[src/rtl/serializer_pkg.sv]
// Shared types and helpers for the parallel-to-serial transmitter.
package serializer_pkg;

  typedef enum logic {
    IDLE = 1'b0,
    SEND = 1'b1
  } state_t;

  // A length field of 0 encodes a full-width word.
  function automatic int unsigned len_decode(
    input int unsigned mod,
    input int unsigned data_w
  );
    return (mod == 0) ? data_w : mod;
  endfunction

endpackage

[src/rtl/serializer.sv]
// Parallel-to-serial converter, MSB first by default.
// Define SERIALIZER_LSB_FIRST_EN to send the bottom bits LSB first.
module serializer
  import serializer_pkg::*;
#(
  parameter  int DATA_W = 16,
  localparam int MOD_W  = $clog2(DATA_W),
  localparam int CNT_W  = MOD_W + 1
) (
  input  logic              clk_i,
  input  logic              srst_i,
  input  logic [DATA_W-1:0] data_i,
  input  logic [MOD_W-1:0]  data_mod_i,
  input  logic              data_val_i,
  output logic              ser_data_o,
  output logic              ser_data_val_o,
  output logic              busy_o
);

  state_t            state_q;
  logic [CNT_W-1:0]  cnt_q;
  logic [DATA_W-1:0] sh_q;
  logic              ser_q;
  logic              val_q;
  logic              busy_q;

  logic [DATA_W-1:0] word_d;
  logic [DATA_W-1:0] sh_d;
  logic              bit_d;
  logic [CNT_W-1:0]  len_d;

  // The head bit is taken from the input on accept, else from the shifter.
  always_comb begin
    word_d = (state_q == IDLE) ? data_i : sh_q;
    len_d  = CNT_W'(len_decode(int'(data_mod_i), DATA_W));
`ifdef SERIALIZER_LSB_FIRST_EN
    bit_d  = word_d[0];
    sh_d   = word_d >> 1;
`else
    bit_d  = word_d[DATA_W-1];
    sh_d   = word_d << 1;
`endif
  end

  always_ff @(posedge clk_i) begin
    if (srst_i) begin
      state_q <= IDLE;
      cnt_q   <= '0;
      ser_q   <= 1'b0;
      val_q   <= 1'b0;
      busy_q  <= 1'b0;
    end else begin
      unique case (state_q)
        IDLE: begin
          if (data_val_i) begin
            state_q <= SEND;
            cnt_q   <= len_d;
            sh_q    <= sh_d;
            ser_q   <= bit_d;
            val_q   <= 1'b1;
            busy_q  <= 1'b1;
          end
        end
        SEND: begin
          if (cnt_q == CNT_W'(1)) begin
            state_q <= IDLE;
            cnt_q   <= '0;
            ser_q   <= 1'b0;
            val_q   <= 1'b0;
            busy_q  <= 1'b0;
          end else begin
            cnt_q   <= cnt_q - CNT_W'(1);
            sh_q    <= sh_d;
            ser_q   <= bit_d;
          end
        end
        default: state_q <= IDLE;
      endcase
    end
  end

  assign ser_data_o     = ser_q;
  assign ser_data_val_o = val_q;
  assign busy_o         = busy_q;

endmodule

[config.mk]
export PLATFORM = sky130hd
export DESIGN_NAME = serializer
export DESIGN_NICKNAME = d
export VERILOG_FILES = /design/src/rtl/serializer_pkg.sv /design/src/rtl/serializer.sv
export SDC_FILE = /design/constraint.sdc
export NUM_CORES = 1
export LEC_CHECK = 0
export CAP_MARGIN = 30
export CORE_ASPECT_RATIO = 0.8
export CORE_MARGIN = 8
export CORE_UTILIZATION = 48
export CTS_BUF_LIST = sky130_fd_sc_hd__clkbuf_16
export CTS_CLUSTER_SIZE = 40
export DETAILED_ROUTE_END_ITERATION = 16
export GPL_ROUTABILITY_DRIVEN = 0
export PLACE_DENSITY = 0.84
export REMOVE_ABC_BUFFERS = 1
export SLEW_MARGIN = 0
export SYNTH_ARGS = -nofsm -noshare
export SYNTH_HDL_FRONTEND = slang
export SYNTH_SLANG_ARGS = --single-unit
[constraint.sdc]
create_clock -name clk_i -period 2.28 [get_ports clk_i]
set_input_delay 0.456 -clock clk_i [delete_from_list [all_inputs] [get_ports clk_i]]
set_output_delay 0.456 -clock clk_i [all_outputs]
set_load 0.005 [all_outputs]
==> COMMIT_EDITMSG, run 1 <==
Record implementation results from latest flow run

- Result of the run: finished clean
- Per the CTS log, the buffer count on the longest clock path is 2.
- The core region is 2180 sq um.
- After layout, the minimum clock period comes to 1.73 ns.
* Total number of vias: 769
- Buffers inserted to repair hold after CTS numbered 0.
- The power report puts the net switching power at 0.000241 W.
- Logic depth along the worst register-to-register path is recorded as 6.
- After routing, the total negative slack on setup checks comes to 0 ns.
* Share of final-layout standard cells stronger than drive strength 1: 22.8%
* Area occupied by registers: 611 sq um
* Hold path start: busy_o$_SDFFE_PP0P_
* Area share of buffers outside the clock network: 18.5%
* Seq pwr share: 47.9%
- Initial standard-cell utilization of the core: 51.1%
- Overall power after layout: 0.00107 W
* Initial DRC count: 41
- # Taps: 25
- The final critical path takes up 75.7% of the cycle.
- Sequential cells were found to cover 54.9% of the synthesized design area.
- Number of logic gates: 54
- Non-clock buffers in the final layout number 28.
- Final Skew: 0.00355 ns
- Sequential fraction of total cell area: 41.4%
- The internal portion of the total power is 0.000830 W.
- Postcts setup bufs: 0
- The final timing report lists a max-slew violation count of 0.
* Design Area, Final: 1470 sq um
* Biggest cell delay along the critical path: 0.38 ns
- Clock latency on the worst-skew pair, taken at its later pin, is 0.26 ns.
* Area growth from synthesis to final layout: 32.5%
* Critical Setup Path Class: flip-flop to flip-flop
- The largest cell class by area is sequential cells.
- Looking at the gate-level netlist, the highest instance count belongs to edfxtp_1.
- TritonRoute output was used to compute an average wire per cell of 16.2 microns.
- Final routed wirelength across all metal layers: 2260 microns
- Post-route DRC: 0
- Including well taps, the total number of placed cells is 135.
* Fmax: 0.579 GHz
* VDD IR-drop max: 0.640 mV
* Number of clock buffers in the layout: 3
- Post-synth EDFFs: 15
- The worst setup path is launched from a flip-flop.
- In this run the worst path has a maximum fanout of 15.
- The via count of the first global-routing pass is 815.
- Sum of buffers and inverters on the critical path: 2
- The cell type that accounts for the most area after synthesis is edfxtp_1.
- Clk sinks: 23
- In this run the critical path is formed by inv_1, ha_1, nor4b_4, a21oi_1, and2_1, buf_4.
-- run 1: placed cells by master (no fill, tap or decap), drive strengths merged, types with 3 or more instances in the layout --
cell type	n
nor2b	3
clkdlybuf4s50	25
a211oi	4
edfxtp	15
inv	5
dfxtp	8
mux2	14
clkbuf	3
nor2	3
o21ai	4
a21oi	3
buf	3
-- run 1: flip-flops by register name, indices dropped and copies added (netlist names) --
| signal | count |
|---|---|
| ser_data_o | 1 |
| state_q | 1 |
| sh_q | 15 |
| cnt_q | 5 |
| busy_o | 1 |
-- run 1: power groups by stage --
stage / combinational, W / sequential [W] / clock (W)
finish: 0.000182 / 0.000513 / 0.000376
global route: 0.000198 / 0.000517 / 0.000397
CTS: 0.000182 / 0.000513 / 0.000388
detailed placement: 0.000180 / 0.000521 / 0
global placement: 0.000175 / 0.000518 / 0
floorplan: 0.0000971 / 0.000520 / 0
-- run 1: logic make-up after synthesis --
logic type	count (synthesis)	share of synthesized area [%]
adders and majority gates	2	2.25
buffers and inverters	9	3.71
DFF	23	54.9
and+or+nand+nor	17	10.0
muxes	15	15.1
AOI/OAI and AO/OA	19	13.3
xor gates and xnor gates	1	0.788
-- run 1: worst min-delay path, cell delays in order (launching register included) --
cell and delay, ns:
dfxtp_1 0.33, a21oi_1 0.12, nor2b_1 0.05
-- run 1: layer usage --
layer / vias up / global-route usage (%) / share of wire (%)
li1: 377 / - / -
met1: 362 / 13.1 / 43
met2: 28 / 19.6 / 51
met3: 2 / 3.69 / 5.2
met4: 0 / 4.29 / 0.84
met5: - / 0 / 0
Run 1, cell placement:
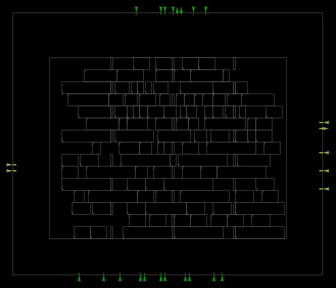
final standard cell utilization of the core: 67.7%
number of cells in the finished layout apart from fillers: 139
Filler cells: 163
std cell rows: 15

Run 1, pin map:
Drawn at 6 px/micron. Pins as bars across the die edge, other pins in grey.
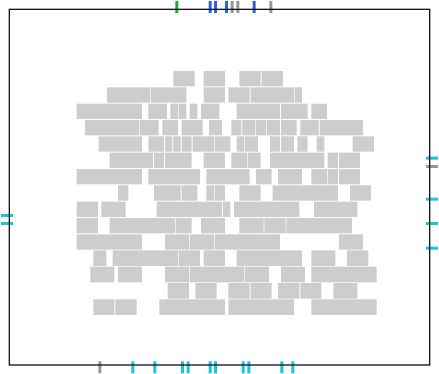
Green is `srst_i`, pins 1, direction input, edge north. Blue is `data_mod_i`, pins 4, direction input, edge north. Cyan is `data_i`, pins 16, direction input, edge 10 south, 4 east, 2 west.

Run 1, drive-strength map:
Drawn at 6 px/micron.
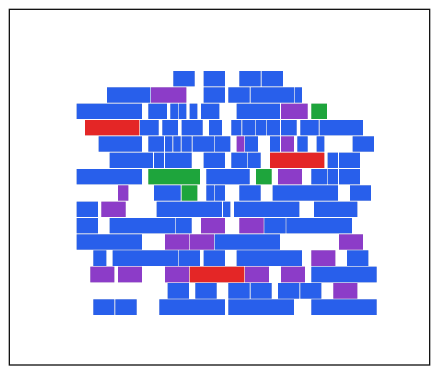
Purple is _2 cells, cells 19, share 17%. Green is _3 and _4 cells, cells 4, share 3.5%. Red is _6 and larger, cells 3, share 2.6%. Blue is _0 and _1 cells, cells 88, share 77%.

Run 1, wiring by layer:
Drawn at 6 px/micron. Only two layers are drawn.
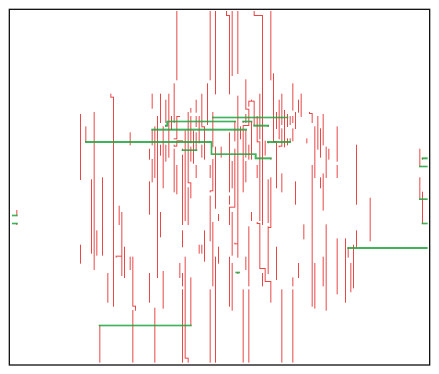
Green is metal 3, wire length 117 microns. Red is metal 2, wire length 1150 microns.

Run 1, nets reached from selected ports:
Drawn at 4 px/micron.
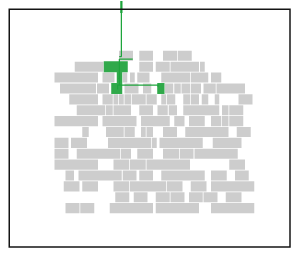

==> inputs of run 2 (changes only) <==
==> constraint.sdc (replaced) <==
create_clock -name clk_i -period 1.6 [get_ports clk_i]
set_input_delay 0.32 -clock clk_i [delete_from_list [all_inputs] [get_ports clk_i]]
set_output_delay 0.32 -clock clk_i [all_outputs]
set_load 0.005 [all_outputs]
Run 2, nets reached from selected ports:
Drawn at 4 px/micron.
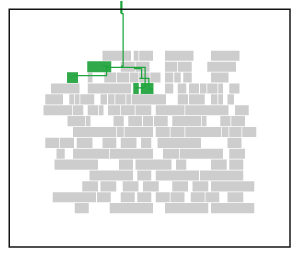
Green is `srst_i`, bits 1, direction input, edge north, end cells 4, buffers 2, wire 54.0 microns.

Run 2, wiring by layer:
Drawn at 6 px/micron. Only two layers are drawn.
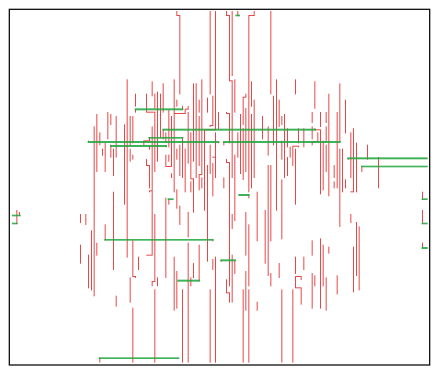
Red is metal 2, wire length 1320 microns. Green is metal 3, wire length 156 microns.
final routed wirelength across all metal layers: 2590 microns
total number of vias: 814
average wire per standard cell: 17.9 microns
total routing resource utilization after global routing: 12.7%

==> run 2 against run 1 <==
Net effect: global-route usage is 1.3 points higher; clock power is about 40% higher; die area stayed put; largest power group unchanged; first-iteration DRC count is 120% higher; clock skew hardly changed; sequential power is 42% higher; critical path depth stayed put; area after synthesis stayed put; clock-buffer cell count stayed put.
==> COMMIT_EDITMSG, run 2 <==
Record implementation results from latest flow run

- The count of boundary I/O pins came to 26 (unchanged).
- Cell-by-cell listing of the critical path: inv_1, ha_1, nor4b_4, a21oi_2, and2_4, buf_12 (was inv_1, ha_1, nor4b_4, a21oi_1, and2_1, buf_4).
* Count of mapped cells out of synthesis: 86 (unchanged)
* Setup total negative slack: 0 ns (unchanged)
- Fmax: 0.652 GHz (was 0.579 GHz)
- Most used cells in the layout excluding fill and tap cells: 25 x clkdlybuf4s50_1, 15 x edfxtp_1, 14 x mux2_2 (unchanged).
* RSZ-0062 raised after global routing: false (unchanged)
- The maximum fanout encountered on the critical timing path came to 15 (unchanged).
- Async S/R FF share, synth: 0% (unchanged)
- The final net count was 146 (was 140).
- Root cell of the clock tree: clkbuf_16 (unchanged)
* Seq pwr share: 47.0% (was 47.9%)
- Max FFs per register: 15 (unchanged)
- The total number of placement rows was 15 (unchanged).
* Clock insertion delay at the later pin of the skew report: 0.25 ns (was 0.26 ns)
- Area growth from synthesis to final layout: 38.1% (was 32.5%)
- The worst-case setup slack after placement is 0.00867 ns (was 0.461 ns).
* Reported net switching power: 0.000349 W (was 0.000241 W)
* Worst-case clock buffer depth: 2 (unchanged)
* Detailed-routing iteration count for the pre-antenna-repair pass: 4 (was 5)
* Post-detailed-placement half-perimeter wirelength: 1920 microns (was 1650 microns)
- Cell with the most instances after synthesis: edfxtp_1 (unchanged)
* Clk sinks: 23 (unchanged)
* Final setup viols: 0 (unchanged)
- Avg Cell Area, Syn: 12.9 sq um (unchanged)
* Total grt overflow: 0 (unchanged)
- The number of hold buffers added after cts is 0 (unchanged).
* Detailed-route vias per instance: 5.61 (was 5.53)
- Result of the run: finished clean (unchanged)
- Internal Dissipation: 0.00120 W (was 0.000830 W)
- The share of synthesized area spent on multiplexers is 15.1% (unchanged).
* VDD IR-drop max: 1.16 mV (was 0.640 mV)
* Initial standard-cell utilization of the core: 51.1% (unchanged)
* Tool warning count: 26 (unchanged)
- TritonCTS buffer count: 3 (unchanged)
* Die footprint: 4120 sq um (unchanged)
- Max-slew violation count: 0 (unchanged)
- Commonest flop: edfxtp_1 (unchanged)
* Post-route DRC: 0 (unchanged)
- Minimum period implied by the final worst setup slack: 1.53 ns (was 1.73 ns)
- Synthesized-area fraction occupied by and/or/nand/nor cells: 10.0% (unchanged)
* Register with the most flip-flops: sh_q (unchanged)
* Final Skew: 0.00310 ns (was 0.00355 ns)
* Fin crit share: 95.9% (was 75.7%)
* Logic family by area: multiplexers (unchanged)
- Number of cells in the finished layout apart from fillers: 145 (was 139)
- The most frequent logic cell in the layout is clkdlybuf4s50_1 (unchanged).
- Standby leakage power: 0.586 nW (was 0.549 nW)
* Adder Share, Synth: 2.25% (unchanged)
- The core box area was 2180 sq um (unchanged).
* Final standard cell utilization of the core: 70.6% (was 67.7%)
- The number of DRC markers after the initial detailed-route iteration was 92 (was 41).
* Number of antenna violations at the first check in global routing: 0 (unchanged)
- The share of layout cells above drive strength 1 is 27.5% (was 22.8%).
- Number of global-route vias before repair: 852 (was 815)
* Biggest cell delay along the critical path: 0.34 ns (was 0.38 ns)
- Yosys top cell by area: edfxtp_1 (unchanged)
- The nature of the critical path startpoint is a flip-flop (unchanged).
- Ao+oa area frac: 13.3% (unchanged)
- Largest registers: sh_q (15), cnt_q (5) (unchanged).
* Fraction of synthesized cell area in xor and xnor cells: 0.787% (unchanged)
- Arrival time at the worst endpoint: 1.50 ns (was 1.73 ns)
* Post-synth EDFFs: 15 (unchanged)
- Post-Place Cells: 141 (was 135)
- The final standard cell area without fillers is 1540 sq um (was 1470 sq um).
- Commonest cells post-synth: 15 x edfxtp_1, 14 x mux2_2, 8 x dfxtp_1, 4 x inv_1, 4 x o21ai_0 (unchanged).
* Cell area leaders: edfxtp_1 40%, dfxtp_1 14%, mux2_2 14% (unchanged)
- The kind of critical path was flip-flop to flip-flop (unchanged).
* Register share after synthesis: 54.9% (unchanged)
* Yosys cell count: 86 (unchanged)
- Pwr/cell area: 1010 nW/um^2 (was 726 nW/um^2)
* Overall power after layout: 0.00155 W (was 0.00107 W)
-- run 2: cell counts after synthesis --
Identical to the previous run, type by type.
-- run 2: power groups by stage --
stage / clock, W / sequential (W) / combinational [W]
2_1_floorplan: 0 / 0.000741 / 0.000138
3_3_place_gp: 0 / 0.000736 / 0.000278
3_5_place_dp: 0 / 0.000740 / 0.000289
4_1_cts: 0.000542 / 0.000728 / 0.000293
5_1_grt: 0.000568 / 0.000734 / 0.000321
6_report: 0.000527 / 0.000729 / 0.000296
-- run 2: final timing paths --
check,from,to,slack (ns),depth (start not counted)
min,sh_q[15]$_DFFE_PP_,ser_data_o$_SDFFE_PP0P_,0.55,2
max reg2reg,cnt_q[1]$_SDFFE_PP0P_,sh_q[12]$_DFFE_PP_,0.07,6
min reg2reg,sh_q[15]$_DFFE_PP_,ser_data_o$_SDFFE_PP0P_,0.55,2
max,cnt_q[1]$_SDFFE_PP0P_,sh_q[12]$_DFFE_PP_,0.07,6
-- run 2: critical path: cells and delay by family (launching register included) --
kind,cells,cell delay [ns]
DFF,1,0.34
adders and majority gates,1,0.20
buffers and inverters,2,0.21
AOI/OAI and AO/OA,1,0.17
and+or+nand+nor,2,0.31
-- run 2: per-layer routing --
metal,routed length [microns],up-vias,GRT usage (%)
met5,0,-,0
li1,-,389,-
met4,57,0,5.14
met3,155,6,3.52
met2,1320,30,21.2
met1,1050,389,15.2
-- run 2: final cells by class --
type / count / area, sq um
fillers: 161 / 641
inverters: 5 / 18.8
clock inverters: 1 / 3.75
flip-flops and latches: 23 / 611
multi-input cells: 54 / 467
well taps: 25 / 31.3
clock buffers: 3 / 75.1
repair buffers: 34 / 330
-- run 2: what timing repair did --
item,CTS,global route
setup endpoints to repair,0,15
setup buffers,0,0
gates resized,0,2
Power figures rest on the tool's default switching activity, not on a simulated workload.
